$ cat config.mk
export PLATFORM = sky130hd
export DESIGN_NAME = output_port_arbiter_flat
export DESIGN_NICKNAME = d
export VERILOG_FILES = /design/src/rtl/output_port_arbiter_pkg.sv /design/src/rtl/output_port_arbiter_if.sv /design/src/rtl/output_port_arbiter_rr_picker.sv /design/src/rtl/output_port_arbiter.sv /design/src/flat_wrapper.sv
export SDC_FILE = /design/constraint.sdc
export NUM_CORES = 1
export LEC_CHECK = 0
export CAP_MARGIN = 20
export CORE_MARGIN = 2
export CORE_UTILIZATION = 40
export DETAILED_ROUTE_END_ITERATION = 6
export PLACE_DENSITY = 0.69
export SLEW_MARGIN = 20
export SYNTH_ARGS = -nofsm -noshare
export SYNTH_HDL_FRONTEND = slang
export SYNTH_SLANG_ARGS = --single-unit
export TNS_END_PERCENT = 1
$ cat constraint.sdc
create_clock -name clk -period 2.7 [get_ports clk]
set_input_delay 0.405 -clock clk [delete_from_list [all_inputs] [get_ports clk]]
set_output_delay 0.405 -clock clk [all_outputs]
set_load 0.005 [all_outputs]
$ cat src/rtl/output_port_arbiter_pkg.sv
// Package noc_arb_pkg for the output_port_arbiter codebase slice.
//   arb_state_e   : arbiter FSM states (IDLE, GRANT, RELEASE)
//   onehot_to_idx : binary index of the lowest set bit of a one-hot vector
//                   (vectors up to 32 bits wide)
package noc_arb_pkg;

    typedef enum logic [1:0] {
        IDLE    = 2'd0,
        GRANT   = 2'd1,
        RELEASE = 2'd2
    } arb_state_e;

    localparam int MAX_ONEHOT_W = 32;

    function automatic logic [4:0] onehot_to_idx(input logic [MAX_ONEHOT_W-1:0] oh);
        logic [4:0] idx;
        idx = '0;
        // Scan downward so the lowest set bit wins if the input is not one-hot.
        for (int i = MAX_ONEHOT_W - 1; i >= 0; i--) begin
            if (oh[i]) idx = 5'(i);
        end
        return idx;
    endfunction

endpackage

$ cat src/rtl/output_port_arbiter_if.sv
// output_port_arbiter_if: request/grant bundle between the input ports and
// one output-port arbiter.
//   req_i           : level request per input port (head flit waiting)
//   tail_i          : one-cycle tail-transfer pulse per input port
//   busy_dw_i       : downstream not ready; blocks new grants only
//   grant_o         : one-hot registered grant
//   grant_id_o      : binary index of current or last grant
//   packet_enable_o : high while a packet holds the port
//   timeout_o       : one-cycle pulse on forced release
// Modports: slave = arbiter side, master = requester/testbench side.
interface output_port_arbiter_if #(
    parameter int INPORTS = 4
) ();
    import noc_arb_pkg::*;

    logic [INPORTS-1:0]         req_i;
    logic [INPORTS-1:0]         tail_i;
    logic                       busy_dw_i;
    logic [INPORTS-1:0]         grant_o;
    logic [$clog2(INPORTS)-1:0] grant_id_o;
    logic                       packet_enable_o;
    logic                       timeout_o;

    modport slave (
        input  req_i, tail_i, busy_dw_i,
        output grant_o, grant_id_o, packet_enable_o, timeout_o
    );

    modport master (
        output req_i, tail_i, busy_dw_i,
        input  grant_o, grant_id_o, packet_enable_o, timeout_o
    );
endinterface

$ cat src/rtl/output_port_arbiter_rr_picker.sv
// rr_picker: combinational round-robin selector.
//   req   : request vector (W bits)
//   ptr   : index of the last winner; scanning starts at ptr+1 with wrap
//   gnt   : one-hot winner (zero when no request)
//   idx   : binary index of the winner
//   any   : at least one request present
module rr_picker
    import noc_arb_pkg::*;
#(
    parameter int W  = 4,
    parameter int IW = $clog2(W)
) (
    input  logic [W-1:0]  req,
    input  logic [IW-1:0] ptr,
    output logic [W-1:0]  gnt,
    output logic [IW-1:0] idx,
    output logic          any
);
    logic [IW-1:0] pos;
    logic          found;

    always_comb begin
        gnt   = '0;
        found = 1'b0;
        pos   = '0;
        // Offsets 1..W visit every port once, ending on ptr itself, so the
        // last winner only wins again when it is the sole requester.
        for (int k = 1; k <= W; k++) begin
            pos = IW'((int'(ptr) + k) % W);
            if (!found && req[pos]) begin
                gnt[pos] = 1'b1;
                found    = 1'b1;
            end
        end
    end

    assign idx = IW'(onehot_to_idx(MAX_ONEHOT_W'(gnt)));
    assign any = |req;

endmodule

$ cat src/rtl/output_port_arbiter.sv
// output_port_arbiter: shares one router output port among INPORTS input
// ports at packet granularity. A head-flit request wins round-robin, holds
// the port until its own tail pulse, then one idle RELEASE cycle precedes
// re-arbitration.
// Ports:
//   clk     : clock, all state on rising edge
//   reset_n : asynchronous active-low reset
//   bus     : output_port_arbiter_if.slave (req/tail/busy in, grant out)
// Parameters: INPORTS, LOCATION (own input, always masked), TIMEOUT_CYCLES.
// Optional feature: define OUTPORT_ARB_TIMEOUT_EN to force release of a
// grant held TIMEOUT_CYCLES cycles without a tail; otherwise timeout_o = 0.
module output_port_arbiter
    import noc_arb_pkg::*;
#(
    parameter int INPORTS        = 4,
    parameter int LOCATION       = 0,
    parameter int TIMEOUT_CYCLES = 255
) (
    input logic                  clk,
    input logic                  reset_n,
    output_port_arbiter_if.slave bus
);
    localparam int IW = $clog2(INPORTS);

    arb_state_e       state;
    logic [INPORTS-1:0] grant_q;
    logic [IW-1:0]    grant_id_q;
    logic             pkt_en_q;
    logic [IW-1:0]    ptr_q;

    logic [INPORTS-1:0] req_eff;
    logic [INPORTS-1:0] pick_gnt;
    logic [IW-1:0]    pick_idx;
    logic             pick_any;

    // No U-turn: our own input never competes for this output.
    always_comb begin
        req_eff           = bus.req_i;
        req_eff[LOCATION] = 1'b0;
    end

    rr_picker #(.W(INPORTS), .IW(IW)) u_picker (
        .req (req_eff),
        .ptr (ptr_q),
        .gnt (pick_gnt),
        .idx (pick_idx),
        .any (pick_any)
    );

    wire own_tail = bus.tail_i[grant_id_q];

`ifdef OUTPORT_ARB_TIMEOUT_EN
    localparam int CW = $clog2(TIMEOUT_CYCLES + 1);
    logic [CW-1:0] hold_cnt;
    logic          timeout_q;
`endif

    always_ff @(posedge clk or negedge reset_n) begin
        if (!reset_n) begin
            state      <= IDLE;
            grant_q    <= '0;
            grant_id_q <= '0;
            pkt_en_q   <= 1'b0;
            ptr_q      <= IW'(INPORTS - 1);
`ifdef OUTPORT_ARB_TIMEOUT_EN
            hold_cnt   <= '0;
            timeout_q  <= 1'b0;
`endif
        end else begin
`ifdef OUTPORT_ARB_TIMEOUT_EN
            timeout_q <= 1'b0;
`endif
            case (state)
                IDLE: begin
                    if (pick_any && !bus.busy_dw_i) begin
                        grant_q    <= pick_gnt;
                        grant_id_q <= pick_idx;
                        pkt_en_q   <= 1'b1;
                        ptr_q      <= pick_idx;
`ifdef OUTPORT_ARB_TIMEOUT_EN
                        hold_cnt   <= '0;
`endif
                        state      <= GRANT;
                    end
                end
                GRANT: begin
                    // Packet lock: req_i and busy_dw_i are ignored here.
                    if (own_tail) begin
                        grant_q  <= '0;
                        pkt_en_q <= 1'b0;
                        state    <= RELEASE;
                    end
`ifdef OUTPORT_ARB_TIMEOUT_EN
                    else if (hold_cnt == CW'(TIMEOUT_CYCLES - 1)) begin
                        // ptr_q already names the victim, so it drops to
                        // lowest priority for the next round.
                        grant_q   <= '0;
                        pkt_en_q  <= 1'b0;
                        timeout_q <= 1'b1;
                        state     <= RELEASE;
                    end else begin
                        hold_cnt <= hold_cnt + 1'b1;
                    end
`endif
                end
                RELEASE: state <= IDLE;
                default: state <= IDLE;
            endcase
        end
    end

    assign bus.grant_o         = grant_q;
    assign bus.grant_id_o      = grant_id_q;
    assign bus.packet_enable_o = pkt_en_q;
`ifdef OUTPORT_ARB_TIMEOUT_EN
    assign bus.timeout_o       = timeout_q;
`else
    assign bus.timeout_o       = 1'b0;
`endif

endmodule

$ cat src/flat_wrapper.sv
// flat-port wrapper written by rule: the top's interface ports become plain ports
module output_port_arbiter_flat import noc_arb_pkg::*;
#(
    parameter int INPORTS        = 4,
    parameter int LOCATION       = 0,
    parameter int TIMEOUT_CYCLES = 255
)
  (clk, reset_n, bus_req_i, bus_tail_i, bus_busy_dw_i, bus_grant_o, bus_grant_id_o, bus_packet_enable_o, bus_timeout_o);
  output_port_arbiter_if #(.INPORTS(INPORTS)) bus_i ();
  input logic clk;
  input logic reset_n;
  input wire logic [$bits(bus_i.req_i)-1:0] bus_req_i;
  input wire logic [$bits(bus_i.tail_i)-1:0] bus_tail_i;
  input wire logic [$bits(bus_i.busy_dw_i)-1:0] bus_busy_dw_i;
  output wire logic [$bits(bus_i.grant_o)-1:0] bus_grant_o;
  output wire logic [$bits(bus_i.grant_id_o)-1:0] bus_grant_id_o;
  output wire logic [$bits(bus_i.packet_enable_o)-1:0] bus_packet_enable_o;
  output wire logic [$bits(bus_i.timeout_o)-1:0] bus_timeout_o;
  assign bus_i.req_i = bus_req_i;
  assign bus_i.tail_i = bus_tail_i;
  assign bus_i.busy_dw_i = bus_busy_dw_i;
  assign bus_grant_o = bus_i.grant_o;
  assign bus_grant_id_o = bus_i.grant_id_o;
  assign bus_packet_enable_o = bus_i.packet_enable_o;
  assign bus_timeout_o = bus_i.timeout_o;
  output_port_arbiter #(.INPORTS(INPORTS), .LOCATION(LOCATION), .TIMEOUT_CYCLES(TIMEOUT_CYCLES)) u_core (.clk(clk), .reset_n(reset_n), .bus(bus_i));
endmodule
==> flow_summary.ini <==
; implementation run metrics
[worst_setup_path]
crit_buf_inv = 1
timing.critical_path.from_type = flop
crit_path_depth = 8
worst-r2r-setup-slack_ns = 0.17
timing.critical_path.required_ns = 2.83
cp-end-kind = flop
critPathTopFamily = AND-OR/OR-AND gates
worst-r2r-cell-count = 8
crit-reg2reg-capture = u_core.bus.grant_id_o[1]
critical-path-slowest-cell = dfstp_2
worstSetupEndpoint = u_core.bus.grant_id_o[1]
worst-endpoint-arrival_ns = 2.67
rr_startpoint = u_core.ptr_q[1]

[yosys]
synth_top_area_share_pct = 25.82
post_synth_xor_area_fraction_pct = 0
ys_sh_adder_pct = 10.04
ys_types = 41
syn_area_per_cell_sq_um = 10.14
syn-num-nets = 104
cell_area_synth_sq_um = 872.1
synth_stat.cells = 86
yosys-dominant-comb-family = AND-OR/OR-AND gates
async_flop_share_pct = 100.0
number_of_synthesized_flops_with_an_enable_pin = 0
synth.top_cells.by_area = dfrtp_1 (26%), ha_1 (10%), dfstp_2 (6.0%)
ys_area_sq_um = 872.1
yosysTopAreaCell = dfrtp_1
synthCells = 86

[final_layout]
num-fill-cells = 172
final_layout_size_suffix_gt1_share_pct = 14.95
layout_top_cells_excl_fill_tap = clkdlybuf4s50_1 (16), dfrtp_1 (9), ha_1 (7)
antenna_fix_cells = 0
area_growth_pct = 26.40
design.final.nets = 126

[final_timing]
achievable_freq_mhz = 394.6
final.setup.worst_slack_ns = 0.1660
finalCritPeriodShare_pct = 93.85
finalWorstPathRequiredPeriod_ns = 2.534
finalSetupViolCount = 0
timing.slew.headroom_pct = 66.09
final-max-slew-violation-count = 0
rsz0062_at_grt = false
final.hold.worst_slack_ns = 0.4654
timing_worst_slew_pin_value_ns = 0.5049

[power]
p_leak_uw = 0.0004658
irDropWorstVdd_v = 0.0006189
post-layout-total-power_uw = 1113
cellPowerDensity_mw_per_mm2 = 1010

[detailed_routing]
met1_length_um = 919
drt-initial-drc-count = 1
met3WireLength_um = 73
drc = 0
route.detailed.vias_per_inst = 5.672
topRoutingLayerUsed = met3
detail-route-antenna-nets = 0
met2_wirelength_um = 930

[clocking]
tritoncts_num_sinks = 11
clock-root-buffer = clkbuf_4
postCtsResizedCells = 0
clk_pin_slew_ns = 0.07
clock_tree.buffer_depth = 2
cts_hold_repair.buffers = 0
tritoncts = built
clk_latency_ns = 0.26

[floorplanning]
die_width_um = 50.69
top_level_ports = 19
fp-utilization_pct = 43.56
coreArea_sq_mm = 0.002002
die-area_sq_mm = 0.002569
die_height_um = 50.69

[grt]
global_route.overflow_total = 0
initial_antenna_violation_count = 0
grt_pass1_wl_um = 3346
grt_max_degree = 13
groute.layer.met3.usage_pct = 5.357

[run_status]
result_of_the_run = finished clean

[place]
postPlaceCellArea_sq_mm = 0.001076
finalWeightedCongestion = 0.8194
dp_worst_setup_slack_ns = 0.1851
place.port_buffers = 16

[flow_run]
maxCapViolations = 0

[min_path]
holdCritPathClass = input pin to async pin
-- power breakdown --
group	switching, uW	internal, uW
clock network	50.8	57.1
logic	336	354
registers	68.9	246
-- area by class of cell --
| class | count | area [sq um] | area share, % |
|---|---|---|---|
| Tap cell | 27 | 33.78 | 3.065 |
| Clock buffer | 4 | 26.28 | 2.384 |
| Timing Repair Buffer | 19 | 182.7 | 16.57 |
| Multi-Input combinational cell | 69 | 566.8 | 51.42 |
| Inverter | 4 | 15.01 | 1.362 |
| Sequential cell | 11 | 277.8 | 25.20 |
-- sequential cells by signal, indices dropped and copies added, names as in the netlist --
name	cells
u_core.bus.grant_o	4
u_core.bus.packet_enable_o	1
u_core.bus.grant_id_o	2
u_core.ptr_q	2
u_core.state	2
Figure 1. Close-up of the layout.
Window x 10 to 40, y 20 to 50 um. Cells in gray, sequential cells in the stronger gray; small squares are vias.
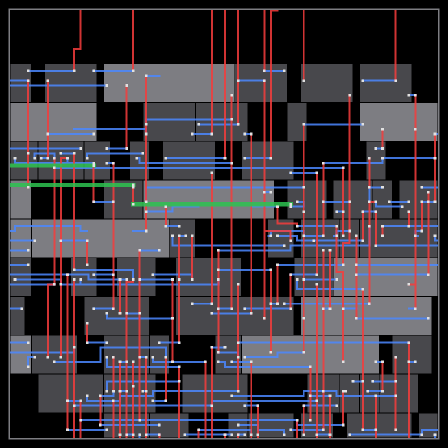
| color | layer |
|---|---|
| red | met2 |
| green | met3 |
| blue | met1 |
netlist names of flops here include: `u_core.bus.grant_id_o` (2), `u_core.bus.grant_o` (2), `u_core.ptr_q` (2)
cells with their middle in the window: 57
most frequent: clkdlybuf4s50_1 (8), dfrtp_1 (6), nand2_1 (4)
sequential cells in the window: 8

Figure 2. Logic cells by family.
Scale: 10 px per um.
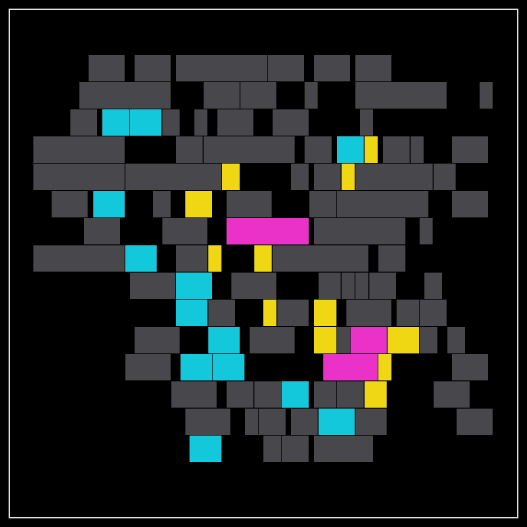
| color | family | cells |
|---|---|---|
| cyan | AND-OR and OR-AND gates | 13 |
| yellow | NAND gates | 12 |
| magenta | multiplexers | 3 |
Top cell excl fill/tap: clkdlybuf4s50_1
final non-filler cell total: 134
multi-input gate share of total cell area: 51.42%

Figure 3. Signal wires by layer.
Scale: 8 px per um. Two of the layers only.
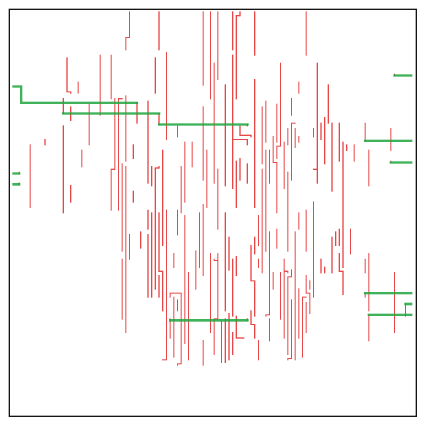
| color | layer | wire length |
|---|---|---|
| red | met2 | 930 um |
| green | met3 | 73.6 um |
Global Route Usage Sum: 16.90%
Post-Route WL: 1922 um
routed vias: 760
routed wirelength normalized by instance count: 14.34 um

Figure 4. Routing congestion map.
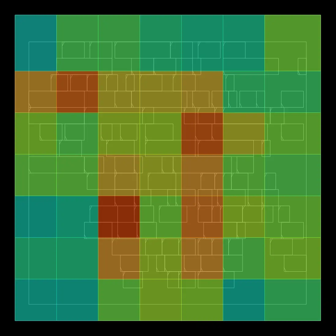
GR met1 Demand/Resource: 24.25%
end-of-flow core utilization: 55.06%
routing usage on met2: 26.54%
global-route layer with the greatest usage: met2

Figure 5. Met1 routing.
Scale: 8 px per um. Supply wires on this layer in gray.
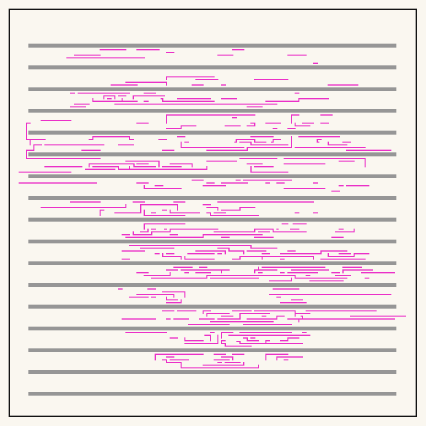
wire length on this layer: 919 um
main direction: horizontal
share of all routed wire: 48%
longest straight run: 20.2 um
nets with wire on the layer: 110

Power is estimated from default activity; no workload was simulated.
